Figure 1. Supply network.
The bar under the picture is 20 µm long. Pins as bars on the die edge. Tap cells in gray.
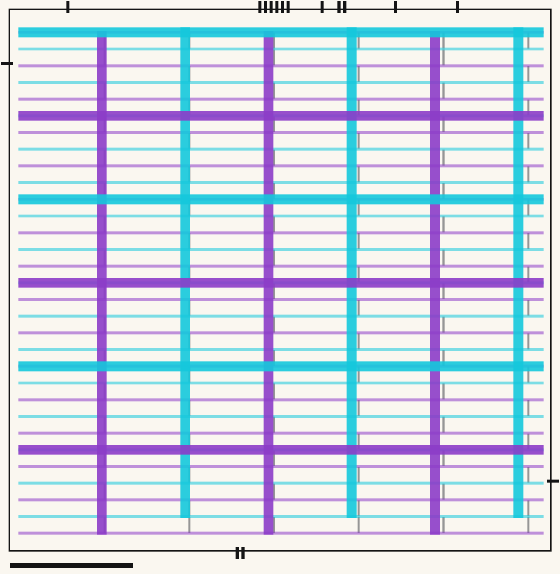
Figure 2. Local utilization.
The bar under the picture is 20 µm long. The die is cut into 9 by 9 equal tiles; white is low, dark blue is high, 0 to 100% covered.
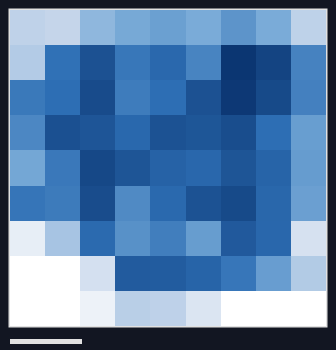
Figure 3. Register map, names as in the netlist.
The bar under the picture is 20 µm long. Other sequential cells in the stronger gray, the rest of the logic in the fainter gray.
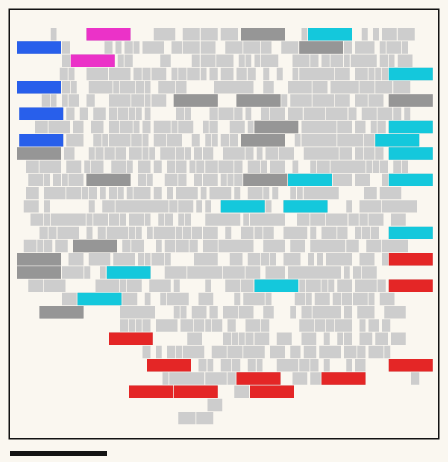
Figure 4. I/O nets highlighted.
The bar under the picture is 20 µm long.
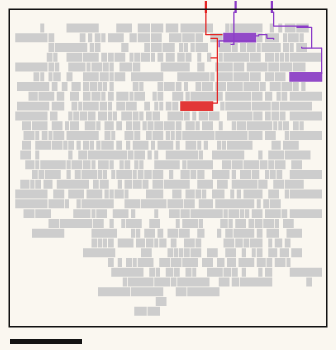
Figure 5. Cell placement.
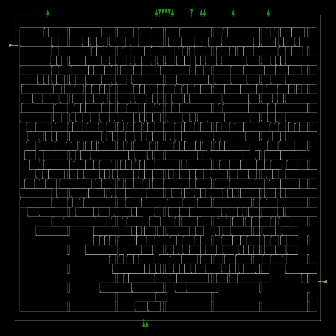
## src/rtl/radix2_olm_pkg.sv

```systemverilog
// Shared types, digit encodings and helpers for the radix-2 online multiplier.
package radix2_olm_pkg;

    typedef logic [1:0] sd_digit_t;

    localparam sd_digit_t SD_POS  = 2'b01;
    localparam sd_digit_t SD_ZERO = 2'b00;
    localparam sd_digit_t SD_NEG  = 2'b11;
    localparam sd_digit_t SD_BAD  = 2'b10;

    typedef enum logic [1:0] {
        StIdle,
        StLoad,
        StRun,
        StFlush
    } olm_state_e;

    // The unused code 10 decodes to zero.
    function automatic logic signed [1:0] sd_to_int(input sd_digit_t d);
        case (d)
            SD_POS:  return 2'sb01;
            SD_NEG:  return 2'sb11;
            default: return 2'sb00;
        endcase
    endfunction

endpackage

```

## src/rtl/radix2_olm_sel.sv

```systemverilog
// Radix-2 online digit selection on a residual estimate with 3 integer and 2 fraction bits.
module radix2_olm_sel
    import radix2_olm_pkg::*;
(
    input  logic signed [4:0] v_hat,
    output logic [1:0]        p
);

    // Estimate is in units of 1/4.
    localparam logic signed [4:0] HALF     = 5'sb00010;
    localparam logic signed [4:0] NEG_HALF = 5'sb11110;

    always_comb begin
        p = SD_ZERO;
        if (v_hat >= HALF) begin
            p = SD_POS;
        end else if (v_hat < NEG_HALF) begin
            p = SD_NEG;
        end
    end

endmodule

```

## src/rtl/radix2_online_mult.sv

```systemverilog
// Radix-2 online (MSD-first) signed-digit multiplier with ready/valid digit streams.
// Define RADIX2_OLM_DIGCHK_EN to flag accepted illegal digits (10) on a sticky err output.
module radix2_online_mult
    import radix2_olm_pkg::*;
#(
    parameter int unsigned NO_OF_DIGITS = 8,
    parameter int unsigned DELTA        = 3,
    parameter int unsigned W_FRAC       = NO_OF_DIGITS + DELTA
) (
    input  logic       clk,
    input  logic       reset,
    input  logic       start,
    input  logic       in_valid,
    output logic       in_ready,
    input  logic [1:0] x_j,
    input  logic [1:0] y_j,
    output logic       out_valid,
    input  logic       out_ready,
    output logic [1:0] p_j,
    output logic       last,
    output logic       busy,
    output logic       err
);

    localparam int unsigned N     = NO_OF_DIGITS;
    localparam int unsigned XW    = N + 2;
    localparam int unsigned WW    = W_FRAC + 3;
    localparam int unsigned STEPS = N + DELTA;
    localparam int unsigned CW    = $clog2(STEPS + 1);
    localparam int unsigned HSH   = W_FRAC - N - DELTA;

    olm_state_e           state_q, state_d;
    logic [CW-1:0]        cnt_q, cnt_d;
    logic signed [XW-1:0] x_q, x_d, y_q, y_d;
    logic signed [WW-1:0] w_q, w_d;
    logic [1:0]           p_q;
    logic                 last_q, out_valid_q;

    logic                 out_free, step, feed, emit;
    logic signed [1:0]    xv, yv;
    logic signed [XW-1:0] weight, x_new, y_new, xy_term, yx_term;
    logic signed [WW-1:0] h, v, w_sel;
    logic [1:0]           p_sel;

    function automatic logic signed [XW-1:0] sd_times(input logic signed [1:0]    d,
                                                      input logic signed [XW-1:0] a);
        if (d == 2'sb01) begin
            return a;
        end else if (d == 2'sb11) begin
            return -a;
        end
        return '0;
    endfunction

    always_comb begin
        out_free = !out_valid_q || out_ready;
        in_ready = 1'b0;
        step     = 1'b0;
        unique case (state_q)
            StLoad: begin
                in_ready = 1'b1;
                step     = in_valid;
            end
            StRun: begin
                in_ready = out_free;
                step     = in_valid && out_free;
            end
            StFlush: step = out_free;
            default: ;
        endcase
    end

    assign feed = step && (state_q != StFlush);
    assign emit = step && (cnt_q >= CW'(DELTA));

    // Step cnt consumes digit index cnt+1; X and Y are scaled by 2^N, w by 2^W_FRAC.
    always_comb begin
        int unsigned k;
        k      = 32'(cnt_q) + 32'd1;
        weight = '0;
        if (k <= N) begin
            weight = XW'(1) << (N - k);
        end
        xv      = feed ? sd_to_int(x_j) : 2'sb00;
        yv      = feed ? sd_to_int(y_j) : 2'sb00;
        x_new   = x_q + sd_times(xv, weight);
        y_new   = y_q + sd_times(yv, weight);
        xy_term = sd_times(xv, y_q);
        yx_term = sd_times(yv, x_new);
        // 2^-DELTA times a 2^N-scaled operand lands exactly on the 2^(N+DELTA) grid.
        h       = (WW'(xy_term) + WW'(yx_term)) <<< HSH;
        v       = (w_q <<< 1) + h;
        w_sel   = v - (WW'(sd_to_int(p_sel)) <<< W_FRAC);
    end

    radix2_olm_sel u_sel (
        .v_hat(v[WW-1 -: 5]),
        .p    (p_sel)
    );

    always_comb begin
        state_d = state_q;
        cnt_d   = cnt_q;
        x_d     = x_q;
        y_d     = y_q;
        w_d     = w_q;
        if (state_q == StIdle) begin
            if (start) begin
                state_d = StLoad;
                cnt_d   = '0;
                x_d     = '0;
                y_d     = '0;
                w_d     = '0;
            end
        end else if (step) begin
            cnt_d = cnt_q + CW'(1);
            x_d   = x_new;
            y_d   = y_new;
            w_d   = emit ? w_sel : v;
            unique case (state_q)
                StLoad:  if (cnt_q == CW'(DELTA - 1)) state_d = StRun;
                StRun:   if (cnt_q == CW'(N - 1)) state_d = StFlush;
                StFlush: begin
                    if (cnt_q == CW'(STEPS - 1)) begin
                        state_d = StIdle;
                        cnt_d   = '0;
                    end
                end
                default: ;
            endcase
        end
    end

    always_ff @(posedge clk or negedge reset) begin
        if (!reset) begin
            state_q <= StIdle;
            cnt_q   <= '0;
            x_q     <= '0;
            y_q     <= '0;
            w_q     <= '0;
        end else begin
            state_q <= state_d;
            cnt_q   <= cnt_d;
            x_q     <= x_d;
            y_q     <= y_d;
            w_q     <= w_d;
        end
    end

    // A new digit overrides a pending clear, so back-to-back digits never drop out_valid.
    always_ff @(posedge clk or negedge reset) begin
        if (!reset) begin
            p_q         <= SD_ZERO;
            last_q      <= 1'b0;
            out_valid_q <= 1'b0;
        end else if (emit) begin
            p_q         <= p_sel;
            last_q      <= (cnt_q == CW'(STEPS - 1));
            out_valid_q <= 1'b1;
        end else if (out_ready) begin
            out_valid_q <= 1'b0;
        end
    end

`ifdef RADIX2_OLM_DIGCHK_EN
    logic err_q;

    always_ff @(posedge clk or negedge reset) begin
        if (!reset) begin
            err_q <= 1'b0;
        end else if ((state_q == StIdle) && start) begin
            err_q <= 1'b0;
        end else if (feed && ((x_j == SD_BAD) || (y_j == SD_BAD))) begin
            err_q <= 1'b1;
        end
    end

    assign err = err_q;
`else
    assign err = 1'b0;
`endif

    assign busy      = (state_q != StIdle);
    assign p_j       = p_q;
    assign last      = last_q;
    assign out_valid = out_valid_q;

endmodule
```

## config.mk

```make
export PLATFORM = sky130hd
export DESIGN_NAME = radix2_online_mult
export DESIGN_NICKNAME = d
export VERILOG_FILES = /design/src/rtl/radix2_olm_pkg.sv /design/src/rtl/radix2_olm_sel.sv /design/src/rtl/radix2_online_mult.sv
export SDC_FILE = /design/constraint.sdc
export NUM_CORES = 1
export LEC_CHECK = 0
export CORE_UTILIZATION = 59
export DETAILED_ROUTE_END_ITERATION = 10
export PLACE_DENSITY = 0.89
export SETUP_SLACK_MARGIN = 0.2
export SLEW_MARGIN = 5
export SYNTH_ARGS = -nofsm -noshare
export SYNTH_HDL_FRONTEND = slang
export SYNTH_SLANG_ARGS = --single-unit
```

## constraint.sdc

```tcl
create_clock -name clk -period 9.15 [get_ports clk]
set_input_delay 2.2875 -clock clk [delete_from_list [all_inputs] [get_ports clk]]
set_output_delay 2.2875 -clock clk [all_outputs]
set_load 0.02 [all_outputs]
```

==> summary.txt <==
Flow results follow.

The final cycle utilization of the critical path is 0.963. The path length in cells of the critical path is 29. Per STA, the startpoint of the critical path is out_ready.

The total chip power is approximately 1000 µW. The number of cell instances after yosys synthesis is between 500 and 600. The area occupied by multi-input gates is ~3100 µm². The max-cap check violation count is 0. After routing, the total negative slack on setup checks comes to 0 ps. Yosys reported that registers with async set or reset make up 1.00. The synthesized design contains 0 enable-type register cells.

The count of antenna-violating nets left after detailed routing is 0. The worst-case setup slack after placement is -52.3 ps. The slowest stage cell on the critical path is sky130_fd_sc_hd__or4_4. The multiplexer fraction of the synthesized cell area is 0.0187. The number of placed instances, taps included is between 600 and 700.

The maximum cell stage delay along the critical path is 490 ps. Ranked by total area, the top cell class in this layout is logic gates. The setup check on the worst reg-to-reg path leaves a slack of ~1400 ps.

In this run the static leakage power is about 2.1 nW. The flow ran to the end, and the final reports show no timing, DRC or antenna violations. By area the synthesized netlist is led by sky130_fd_sc_hd__dfrtp_1, sky130_fd_sc_hd__ha_1, sky130_fd_sc_hd__fa_1. The remaining global-route overflow is 0. The number of clock sinks came to 43. The clock network power is between 150 and 200 µW. The via density per instance is around 6.3. The initial antenna violation count is 0. The most frequently used cell type in the post-synthesis netlist is sky130_fd_sc_hd__nor2_1.
Notes on Figure 1 above:
Key: VDD = cyan; VSS = purple
6 straps on met4. 16 signal pins sit on the boundary.
floorplan die width: 88.0 µm
maximum vdd ir drop: 0.000190 V
core area: 6980 µm²

Notes on Figure 2 above:
The fullest tile reaches 98%. 8.6% of the tiles are nearly empty. The mean over all tiles is 60%. The emptiest ninth of the die: lower left. 42% of the tiles are over 75% full.
fraction of the core area covered by cells at the end of the flow: 0.676
starting density of the core: 0.624

Notes on Figure 3 above:
Key: state_q = magenta [placed flops 2]; cnt_q = blue [placed flops 4, where upper left]; w_q = cyan [placed flops 13]; x_q = red [placed flops 10]
Another 14 sequential cells are not colored.
combined flip-flop and latch cell area: 1080 µm²
flop share of the area: 0.228
power of the sequential group: 258 µW

Notes on Figure 4 above:
Key: p_j = purple [direction output, edge top, end cells 2, buffers 2, wire 66.6 µm]; last = red [direction output, edge top, end cells 1, buffers 1, wire 34.3 µm]
Boundary Pins: 16
Buffers on Ports: 14

Notes on Figure 5 above:
number of fillers in the final layout: 549
number of flip-flops and latches: 43
inserted tap cell count: 96
Non-Filler Instances: 625
row count: 30

-- tightest hold or removal path, cell delays in order (launching register included) --
cell and delay (ps):
sky130_fd_sc_hd__dfrtp_1 360, sky130_fd_sc_hd__nand2_1 50, sky130_fd_sc_hd__o21ai_0 60
-- registers in the layout (all words and copies together) (netlist names) --
| name | count |
|---|---|
| w_q | 13 |
| x_q | 10 |
| y_q | 10 |
| cnt_q | 4 |
| p_j | 2 |
| state_q | 2 |
| last | 1 |
| out_valid | 1 |
-- layer usage --
metal	GRT usage	vias up	wire length (µm)
met2	0.505	168	5220
met3	0.0792	53	798
met4	0.155	0	501
met5	0	-	0
li1	-	1844	-
met1	0.359	1846	4620
Power figures rest on the tool's default switching activity, not on a simulated workload.
